### src/rtl/seq_detect_param.sv
// Serial pattern detector: programmable PAT_LEN-bit pattern with overlap and lock-on-match modes,
// plus a saturating match counter.
module seq_detect_param #(
   parameter int PAT_LEN = 4,
   parameter int CNT_W   = 8
) (
   input  logic               clk,
   input  logic               reset,
   input  logic               clear,
   input  logic [PAT_LEN-1:0] cfg_pattern,
   input  logic               cfg_overlap,
   input  logic               cfg_lock,
   input  logic               in_valid,
   input  logic               in_bit,
   output logic               match,
   output logic               locked,
   output logic [CNT_W-1:0]   match_count,
   output logic               count_sat
);

   localparam int FW = $clog2(PAT_LEN + 1);
   localparam logic [FW-1:0]    FILL_FULL = FW'(PAT_LEN);
   localparam logic [CNT_W-1:0] CNT_MAX   = {CNT_W{1'b1}};

   typedef enum logic [1:0] {
      S_IDLE,
      S_FILL,
      S_ARMED,
      S_LOCKED
   } state_t;

   state_t             state_q, state_d;
   logic [PAT_LEN-1:0] hist_q, hist_d;
   logic [FW-1:0]      fill_q, fill_d;
   logic               match_q, match_d;
   logic [CNT_W-1:0]   count_q, count_d;

   logic               accept;
   logic [PAT_LEN-1:0] hist_shift;
   logic [FW-1:0]      fill_inc;
   logic               hit;

   always_ff @(posedge clk) begin
      if (reset || clear) begin
         state_q <= S_IDLE;
         hist_q  <= '0;
         fill_q  <= '0;
         match_q <= 1'b0;
         count_q <= '0;
      end else begin
         state_q <= state_d;
         hist_q  <= hist_d;
         fill_q  <= fill_d;
         match_q <= match_d;
         count_q <= count_d;
      end
   end

   // The hit is judged on the post-shift history and live cfg_pattern.
   always_comb begin
      accept     = in_valid && (state_q != S_LOCKED);
      hist_shift = {hist_q[PAT_LEN-2:0], in_bit};
      fill_inc   = (fill_q == FILL_FULL) ? fill_q : fill_q + FW'(1);
      hit        = accept && (fill_inc == FILL_FULL) && (hist_shift == cfg_pattern);
   end

   always_comb begin
      state_d = state_q;
      hist_d  = hist_q;
      fill_d  = fill_q;
      match_d = 1'b0;
      count_d = count_q;

      if (accept) begin
         hist_d  = hist_shift;
         fill_d  = fill_inc;
         state_d = (fill_inc == FILL_FULL) ? S_ARMED : S_FILL;
      end

      if (hit) begin
         match_d = 1'b1;
         if (count_q != CNT_MAX) begin
            count_d = count_q + CNT_W'(1);
         end
         if (cfg_lock) begin
            state_d = S_LOCKED;
         end else if (!cfg_overlap) begin
            state_d = S_IDLE;
            hist_d  = '0;
            fill_d  = '0;
         end
      end
   end

   assign match       = match_q;
   assign locked      = (state_q == S_LOCKED);
   assign match_count = count_q;
   assign count_sat   = (count_q == CNT_MAX);

endmodule
### config.mk
export PLATFORM = sky130hd
export DESIGN_NAME = seq_detect_param
export DESIGN_NICKNAME = d
export VERILOG_FILES = /design/src/rtl/seq_detect_param.sv
export SDC_FILE = /design/constraint.sdc
export NUM_CORES = 1
export LEC_CHECK = 0
export CAP_MARGIN = 15
export CORE_MARGIN = 4
export CORE_UTILIZATION = 39
export CTS_BUF_LIST = sky130_fd_sc_hd__clkbuf_16
export DETAILED_ROUTE_END_ITERATION = 8
export GPL_TIMING_DRIVEN = 0
export PLACE_DENSITY = 0.63
export SYNTH_ARGS = -nofsm -noshare
export SYNTH_HDL_FRONTEND = slang
export SYNTH_SLANG_ARGS = --single-unit
### constraint.sdc
create_clock -name clk -period 5.1 [get_ports clk]
set_input_delay 1.02 -clock clk [delete_from_list [all_inputs] [get_ports clk]]
set_output_delay 1.02 -clock clk [all_outputs]
set_load 0.02 [all_outputs]
==> notes.md, run 1 <==
The implementation run finished. Looking at the worst setup and hold paths, the clock pins of their registers show a slew of around 50 ps. Number of setup buffers added after CTS landed at 0. Core occupancy in the finished layout landed at 58.4%. Per the layout area report, the register area comes to 340 µm².

The longest clock path from root to sink contains 2 buffers. In this run the worst setup path begins at match_count[0]. The max-slew check reports its worst relative slack as between 50% and 60%.

Looking at the hold checks, the worst path lands on hist_q[2]. The post-synth count of flops with an enable pin is 0. Ranked by instance count, the synthesized netlist is headed by dfxtp_1, nand2_1, a21oi_1. Summed over all sequential cells, the power is 0.136 mW. Once detailed placement completed, the half-perimeter wirelength came to between 1500 and 2000 µm.

According to the cell report, flip-flops and latches in the layout number 17. Of the total standard cell area in the layout, the multi-input combinational portion is 41.9%. The power report attributes to the sequential group a share of about 43%. Number of antenna violations at the first check in global routing landed at 0.

Counting only logic cells after layout, the most numerous master is clkdlybuf4s50_1. The combinational power reported by the tool is 0.0258 mW. The number of maximum-capacitance violations recorded for the run is 0. Hold is met by roughly 480 ps. Summed over all layers, the global routing overflow is 0. Logic depth of the worst register-to-register path landed at 7. Core area landed at ~2100 µm². Per the breakdown, switching nets consume about a fifth of all power. The run finished with clean final reports. Per the synth stats, the flop cell with the highest instance count is dfxtp_1. Mux contribution to synthesized area landed at 0%. Number of signal-net inverters in the final layout landed at 6. Detailed-routing iteration count for the pre-antenna-repair pass landed at 5. Among all stages on the critical path, the maximum delay recorded is slightly below 600 ps.

OpenSTA lists the critical path endpoint as count_sat. Summing over the stages, the warning tally comes to 27. Total wirelength of the detailed-routed design landed at 1950 µm. Detailed routing placed a total of approximately 57 µm of wire on met3. Aggregate negative setup slack landed at 0 ps. Per the synthesis report, the XOR/XNOR share of the synthesized area is just under 6%. Max fanout on the critical path was recorded as 4. Clock tree synthesis selected as its root buffer the cell clkbuf_16.

STA classifies the critical path startpoint as a flip-flop. Dividing the detail-routed wire length by the instance count gives 12.3 µm. The number of antenna diodes in the final layout is 0. Before any placement, the netlist area is recorded as between 800 and 900 µm².

The placement summary gives the final routability congestion estimate as approximately 0.73. The last timing report of the flow puts the setup violation total at 0. The startpoint identified for the worst hold timing path is hist_q[2]. Post-synthesis average cell area landed at between 8 and 9 µm². The power report lists cell-internal power as between 0.2 and 0.3 mW. Ranking logic cells in the layout by count gives the top entries clkdlybuf4s50_1, nand2_1, dfxtp_1.

The global router reports that the layer with the highest usage is met2. Overall power landed at roughly 0.31 mW.
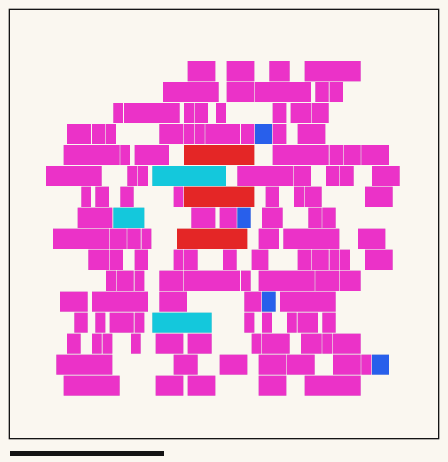
Figure 1: run 1, cell sizes after repair.
Bar = 20 µm.
- x2: blue (cells 4; share 3.1%)
- x1 and smaller: magenta (cells 121; share 92%; most used clkdlybuf4s50_1)
- x6 and larger: red (cells 3; share 2.3%; most used clkbuf_16)
- x3 and x4: cyan (cells 3; share 2.3%)

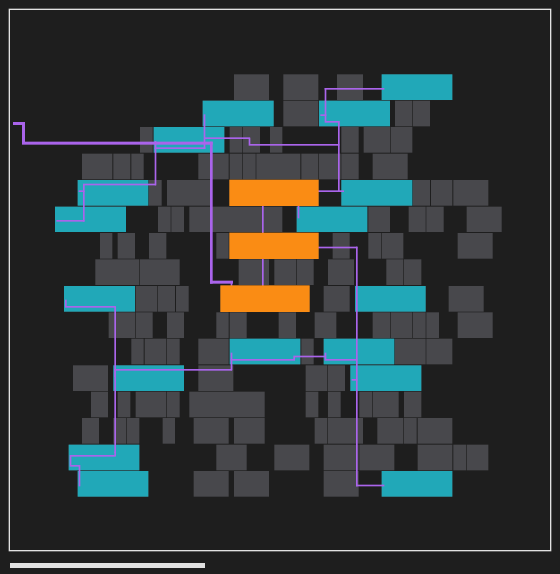
Figure 2: run 1, routed clock nets over the placement.
Bar = 20 µm.
- clock-net drivers: orange (count 3)
- clock wires: purple (length 214 µm)
- flip-flops: cyan (count 17)
- routed clock nets: 4
Skew-Pair Late Insertion Delay: 240 ps
Final Skew: 2.87 ps
Clock Power Share: 48.5%

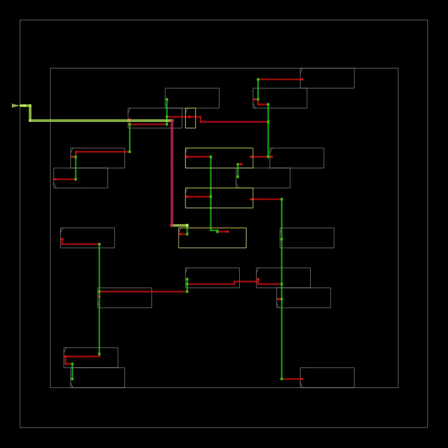
Figure 3: run 1, clock wiring as the flow saved it.
power attributed to the clock group: 0.152 mW
CTS buffer count: 3

==> inputs of run 2 (changes only) <==
- PLACE_DENSITY: 0.63 -> 0.65
- clock period: 5.1 -> 2.4 ns (I/O delays scaled with it)
==> run 2 against run 1 <==
Effect of this change: synthesized cell count did not move; sequential cell count unchanged; sequential power rose by 110%; non-clock buffer count rose by 4; setup slack worse by 2000 ps; via count increased by 3.8%; cell area rose by 4.2%; clock power increased by 110%; sequential share of layout area shrank 0.83 points; synthesized area is the same; critical path type is now flip-flop to flip-flop; critical endpoint is now match_count[7]; highest routed layer unchanged.
==> notes.md, run 2 <==
The implementation run finished. The run finished with clean final reports. Worst clock skew on the final layout landed at approximately 2.3 ps. The final antenna diode tally reported by the flow is 0.

Net switching fraction of the power landed at approximately 20%. Across the run, the number of max-cap violations was 0. Post-CTS clock slew at the launch and capture registers of the worst setup and hold paths landed at around 50 ps.

Number of antenna violations at the first check in global routing landed at 0. Multi-input gates account for approximately two fifths of the area. Looking at the clock tree report, the root buffer type is clkbuf_16. Power in sequential cells landed at 0.289 mW. For reference, the critical path is captured by match_count[7]. Clock insertion delay at the later pin of the skew report landed at roughly 240 ps. The most critical setup path has its startpoint at fill_q[0].

The internal power of the cells totals 0.535 mW. Warning total across the stage logs landed at 27. The placement summary gives the final routability congestion estimate as around 0.7.

The pre-antenna-repair detailed-routing pass consisted of 4 iterations. Number of setup buffers added after CTS landed at 2. Area share of xor/xnor cells in the synthesized design landed at between 5 and 6%. Number of signal-net inverters in the final layout landed at 6. Maximum cell stage delay along the critical path landed at just over 400 ps.

Mux contribution to synthesized area landed at 0%. Average wire per cell in the routed design landed at about 13 µm. Yosys reports that the most numerous cell types are dfxtp_1, nand2_1, a21oi_1.

Part of the total power dissipated in the clock network landed at about 49%. Core area landed at a little over 2000 µm². Of all nets on the critical path, the largest fanout is 8.

Per the finish-stage timing summary, setup violations number 0. The launch point of the worst min-delay path is recorded as hist_q[2]. Counting flops with a built-in enable in the synthesized netlist gives 0. Worst hold margin landed at between 400 and 500 ps.

Overflow left after global routing landed at 0. Post-synthesis average cell area landed at slightly above 8 µm². In the layout the commonest cells are clkdlybuf4s50_1, nand2_1, dfxtp_1. The post-route utilization of the core is recorded as about 61%.
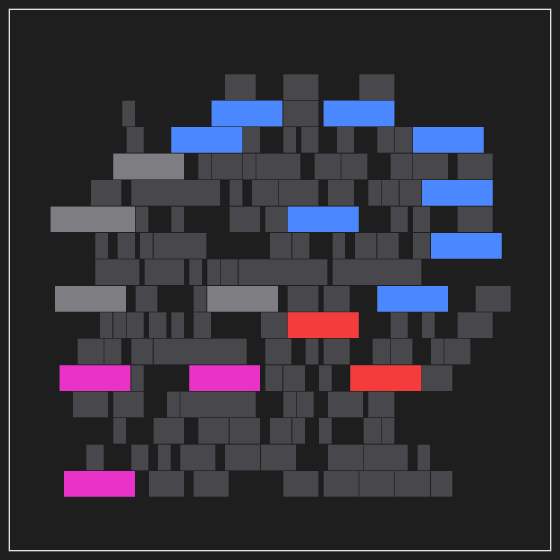
Figure 4: run 2, sequential cells colored by netlist name.
Other sequential cells in the stronger gray, the rest of the logic in the fainter gray.
- `state_q`: red (sequential cells 2)
- `hist_q`: magenta (sequential cells 3)
- `match_count`: blue (sequential cells 8)
- not colored: 4

Power and IR drop assume default switching activity.
